Figure 1. Sequential cells grouped by signal name.
Scale: 4 px per µm.
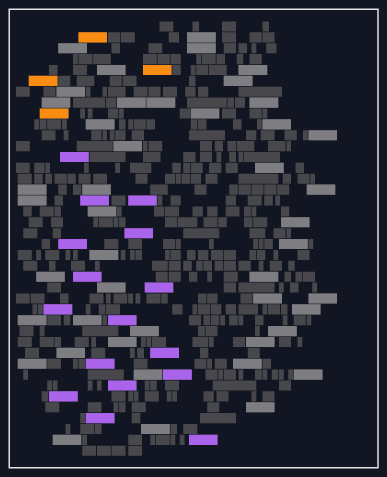
Figure 2. Track usage over the die.
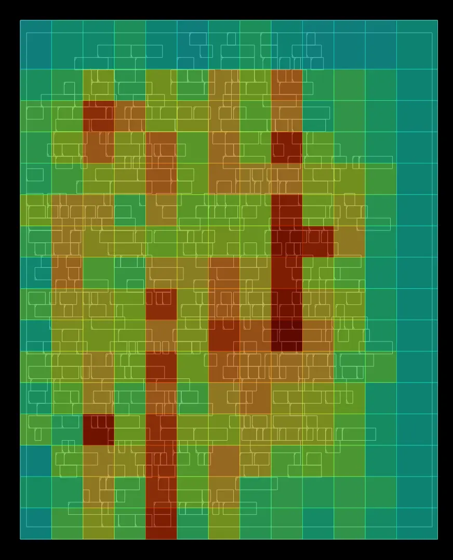
File: src/rtl/uart_baud_gen_if.sv
// Control/status bundle for the UART baud-tick generator: divisor programming,
// bit-phase resync and the three tick outputs.
interface uart_baud_gen_if #(
  parameter int DIV_W  = 16,
  parameter int FRAC_W = 4
);
  logic              i_en;
  logic [DIV_W-1:0]  i_div_int;
  logic [FRAC_W-1:0] i_div_frac;
  logic              i_div_load;
  logic              i_bit_sync;
  logic              o_div_pend;
  logic              o_tick_os;
  logic              o_tick_mid;
  logic              o_tick_bit;

  modport master (
    output i_en, i_div_int, i_div_frac, i_div_load, i_bit_sync,
    input  o_div_pend, o_tick_os, o_tick_mid, o_tick_bit
  );

  modport slave (
    input  i_en, i_div_int, i_div_frac, i_div_load, i_bit_sync,
    output o_div_pend, o_tick_os, o_tick_mid, o_tick_bit
  );
endinterface

File: src/rtl/uart_baud_gen.sv
// Fractional-N UART baud-tick generator: oversample, mid-bit and end-of-bit ticks,
// with a shadowed divisor that switches only on a period boundary.
module uart_baud_gen #(
  parameter int CLK_HZ     = 125000000,
  parameter int DEF_BAUD   = 115200,
  parameter int OVERSAMPLE = 16,
  parameter int DIV_W      = 16,
  parameter int FRAC_W     = 4
) (
  input logic            i_clk,
  input logic            i_rst,
  uart_baud_gen_if.slave bus
);
  localparam int     SUB_W   = $clog2(OVERSAMPLE);
  localparam longint BAUD_OS = longint'(DEF_BAUD) * longint'(OVERSAMPLE);
  localparam logic [DIV_W-1:0]  DEF_INT  = DIV_W'(longint'(CLK_HZ) / BAUD_OS);
  localparam logic [FRAC_W-1:0] DEF_FRAC = FRAC_W'((longint'(CLK_HZ) <<< FRAC_W) / BAUD_OS);
  localparam logic [SUB_W-1:0]  SUB_MID  = SUB_W'(OVERSAMPLE / 2 - 1);
  localparam logic [SUB_W-1:0]  SUB_LAST = SUB_W'(OVERSAMPLE - 1);

  logic [DIV_W-1:0]  cnt;
  logic [FRAC_W-1:0] acc;
  logic [SUB_W-1:0]  sub;
  logic [DIV_W-1:0]  act_int, sh_int;
  logic [FRAC_W-1:0] act_frac, sh_frac;
  logic              pend;

  logic [FRAC_W:0]   acc_sum;
  logic [DIV_W:0]    period_m1;
  logic [DIV_W-1:0]  ld_int;
  logic              tick_os;
  logic              apply_sh;

  // The fractional carry stretches this period by one cycle.
  assign acc_sum   = {1'b0, acc} + {1'b0, act_frac};
  assign period_m1 = {1'b0, act_int} + {{DIV_W{1'b0}}, acc_sum[FRAC_W]} - 1'b1;
  assign tick_os   = bus.i_en & ({1'b0, cnt} == period_m1) & ~bus.i_bit_sync;
  assign ld_int    = (bus.i_div_int < DIV_W'(2)) ? DIV_W'(2) : bus.i_div_int;
  // A pending divisor lands on a period boundary, or at once while frozen.
  assign apply_sh  = pend & (tick_os | ~bus.i_en);

  assign bus.o_tick_os  = tick_os;
  assign bus.o_tick_mid = tick_os & (sub == SUB_MID);
  assign bus.o_tick_bit = tick_os & (sub == SUB_LAST);
  assign bus.o_div_pend = pend;

  // NOTE: all state updates use non-blocking assignments so every term below
  // reads the pre-edge register values, matching the combinational decode above.
  always_ff @(posedge i_clk) begin
    if (i_rst) begin
      cnt      <= '0;
      acc      <= '0;
      sub      <= '0;
      act_int  <= DEF_INT;
      act_frac <= DEF_FRAC;
      sh_int   <= DEF_INT;
      sh_frac  <= DEF_FRAC;
      pend     <= 1'b0;
    end else if (bus.i_bit_sync) begin
      cnt  <= '0;
      acc  <= '0;
      sub  <= '0;
      pend <= 1'b0;
      if (bus.i_div_load) begin
        act_int  <= ld_int;
        act_frac <= bus.i_div_frac;
        sh_int   <= ld_int;
        sh_frac  <= bus.i_div_frac;
      end else begin
        act_int  <= sh_int;
        act_frac <= sh_frac;
      end
    end else begin
      if (tick_os) begin
        cnt <= '0;
        acc <= acc_sum[FRAC_W-1:0];
        sub <= sub + 1'b1;
      end else if (bus.i_en) begin
        cnt <= cnt + 1'b1;
      end
      if (apply_sh) begin
        act_int  <= sh_int;
        act_frac <= sh_frac;
      end
      pend <= bus.i_div_load | (pend & ~apply_sh);
      if (bus.i_div_load) begin
        sh_int  <= ld_int;
        sh_frac <= bus.i_div_frac;
      end
    end
  end
endmodule

File: src/flat_wrapper.sv
// flat-port wrapper written by rule: the top's interface ports become plain ports
module uart_baud_gen_flat 
#(
  parameter int CLK_HZ     = 125000000,
  parameter int DEF_BAUD   = 115200,
  parameter int OVERSAMPLE = 16,
  parameter int DIV_W      = 16,
  parameter int FRAC_W     = 4
)
  (i_clk, i_rst, bus_i_en, bus_i_div_int, bus_i_div_frac, bus_i_div_load, bus_i_bit_sync, bus_o_div_pend, bus_o_tick_os, bus_o_tick_mid, bus_o_tick_bit);
  uart_baud_gen_if #(.DIV_W(DIV_W), .FRAC_W(FRAC_W)) bus_i ();
  input logic i_clk;
  input logic i_rst;
  input wire logic [$bits(bus_i.i_en)-1:0] bus_i_en;
  input wire logic [$bits(bus_i.i_div_int)-1:0] bus_i_div_int;
  input wire logic [$bits(bus_i.i_div_frac)-1:0] bus_i_div_frac;
  input wire logic [$bits(bus_i.i_div_load)-1:0] bus_i_div_load;
  input wire logic [$bits(bus_i.i_bit_sync)-1:0] bus_i_bit_sync;
  output wire logic [$bits(bus_i.o_div_pend)-1:0] bus_o_div_pend;
  output wire logic [$bits(bus_i.o_tick_os)-1:0] bus_o_tick_os;
  output wire logic [$bits(bus_i.o_tick_mid)-1:0] bus_o_tick_mid;
  output wire logic [$bits(bus_i.o_tick_bit)-1:0] bus_o_tick_bit;
  assign bus_i.i_en = bus_i_en;
  assign bus_i.i_div_int = bus_i_div_int;
  assign bus_i.i_div_frac = bus_i_div_frac;
  assign bus_i.i_div_load = bus_i_div_load;
  assign bus_i.i_bit_sync = bus_i_bit_sync;
  assign bus_o_div_pend = bus_i.o_div_pend;
  assign bus_o_tick_os = bus_i.o_tick_os;
  assign bus_o_tick_mid = bus_i.o_tick_mid;
  assign bus_o_tick_bit = bus_i.o_tick_bit;
  uart_baud_gen #(.CLK_HZ(CLK_HZ), .DEF_BAUD(DEF_BAUD), .OVERSAMPLE(OVERSAMPLE), .DIV_W(DIV_W), .FRAC_W(FRAC_W)) u_core (.i_clk(i_clk), .i_rst(i_rst), .bus(bus_i));
endmodule
File: config.mk
export PLATFORM = sky130hd
export DESIGN_NAME = uart_baud_gen_flat
export DESIGN_NICKNAME = d
export VERILOG_FILES = /design/src/rtl/uart_baud_gen_if.sv /design/src/rtl/uart_baud_gen.sv /design/src/flat_wrapper.sv
export SDC_FILE = /design/constraint.sdc
export NUM_CORES = 1
export LEC_CHECK = 0
export CAP_MARGIN = 5
export CORE_ASPECT_RATIO = 1.25
export CORE_UTILIZATION = 35
export CTS_BUF_LIST = sky130_fd_sc_hd__clkbuf_8 sky130_fd_sc_hd__clkbuf_16
export CTS_CLUSTER_SIZE = 30
export DETAILED_ROUTE_END_ITERATION = 8
export MAX_ROUTING_LAYER = met4
export PLACE_DENSITY = 0.55
export SYNTH_ARGS = -nofsm -noshare
export SYNTH_HDL_FRONTEND = slang
export SYNTH_SLANG_ARGS = --single-unit
File: constraint.sdc
create_clock -name i_clk -period 5.45 [get_ports i_clk]
set_input_delay 1.09 -clock i_clk [delete_from_list [all_inputs] [get_ports i_clk]]
set_output_delay 1.09 -clock i_clk [all_outputs]
set_load 0.02 [all_outputs]
==> out/metrics.cfg <==
[floorplan]
chipHeight_um = 114
pin_count = 29

[layout]
layout.comb_gates.multi_input = 299
bufAreaShareNonClock_pct = 8.35

[setup_path]
worst-endpoint-required_ps = 4360
cp_data_arrival_time_ps = 4140
worstPathMaxFanout = 3
worst_path_dominant_cell_family = simple AND/OR/NAND/NOR gates
setup.worst_path.class = reg2out
timing.reg2reg.worst_path_depth = 16
timing.critical_path.cells = ha_1, inv_1, fa_2, inv_1, a21o_1, a21oi_2, ha_2, ha_1, or4b_4, or3_1, or4b_1, and2_4, a2111oi_4, and4_1, buf_2

[final_timing]
timing.final.max_slew_violations = 0
fin_skew_ps = 7.64
setup_total_negative_slack_ps = 0
timing.final.setup_violations = 0

[logic_synthesis]
synth_adder_area_share_pct = 3.40
syn-cell-area_mm2 = 0.00353
synth.yosys.chip_area_mm2 = 0.00353
post_synth_num_cell_types = 61
xor_xnor_area_share_pct = 8.19
synthFlopType = sky130_fd_sc_hd__dfxtp_1

[hold_path]
min_from = u_core.acc[3]

[outcome]
outcome = finished, final reports clean

[clock_tree]
cts_inserted_buffers = 9
clkLatencyLatePin_ps = 330
cts_htree_levels = 3

[global_route]
first_pass_grt_wire_length_um = 14100
grt_remaining_overflow = 0
grt_start_max_net_pins = 53

[route]
totalWireLength_um = 8210
met3_length_um = 232
drtPass1Iterations = 4

[place]
place.gp.congestion = 0.854
dp_cells = 540

## Picture notes: Figure 1
purple -> `u_core.act_int`  # placed flops 16
orange -> `u_core.sh_frac`  # placed flops 4, where upper left
not colored = 45

## Picture notes: Figure 2
global-route track usage on met2: 29.4%
total global routing track utilization: 17.6%
Core Util, Final: 44.0%
routed wire length per instance: 14.8 µm
GR Util met1: 20.7%

-- timing repair --
| item | in CTS | in global routing |
|---|---|---|
| resized | 4 | 12 |
| setup buffers | 0 | 1 |
| endpoints found under the setup margin | 3 | 3 |
| endpoints found under the hold margin | 0 | 0 |
| pin swaps | 0 | 4 |
-- power by group through the flow --
stage          Clock, W  Combinational [W]  Sequential, W
3_5_place_dp          0           0.000136       0.000531
4_1_cts        0.000619           0.000138       0.000521
6_report       0.000604           0.000138       0.000522
2_1_floorplan         0          0.0000985       0.000521
3_3_place_gp          0           0.000133       0.000531
5_1_grt        0.000640           0.000153       0.000525
-- state kept, by name (all words and copies together), names as in the netlist --
name	flops
u_core.act_int	16
u_core.act_frac	4
u_core.acc	4
u_core.sub	4
u_core.cnt	16
u_core.bus.o_div_pend	1
u_core.sh_int	16
u_core.sh_frac	4
Power is estimated from default activity; no workload was simulated.
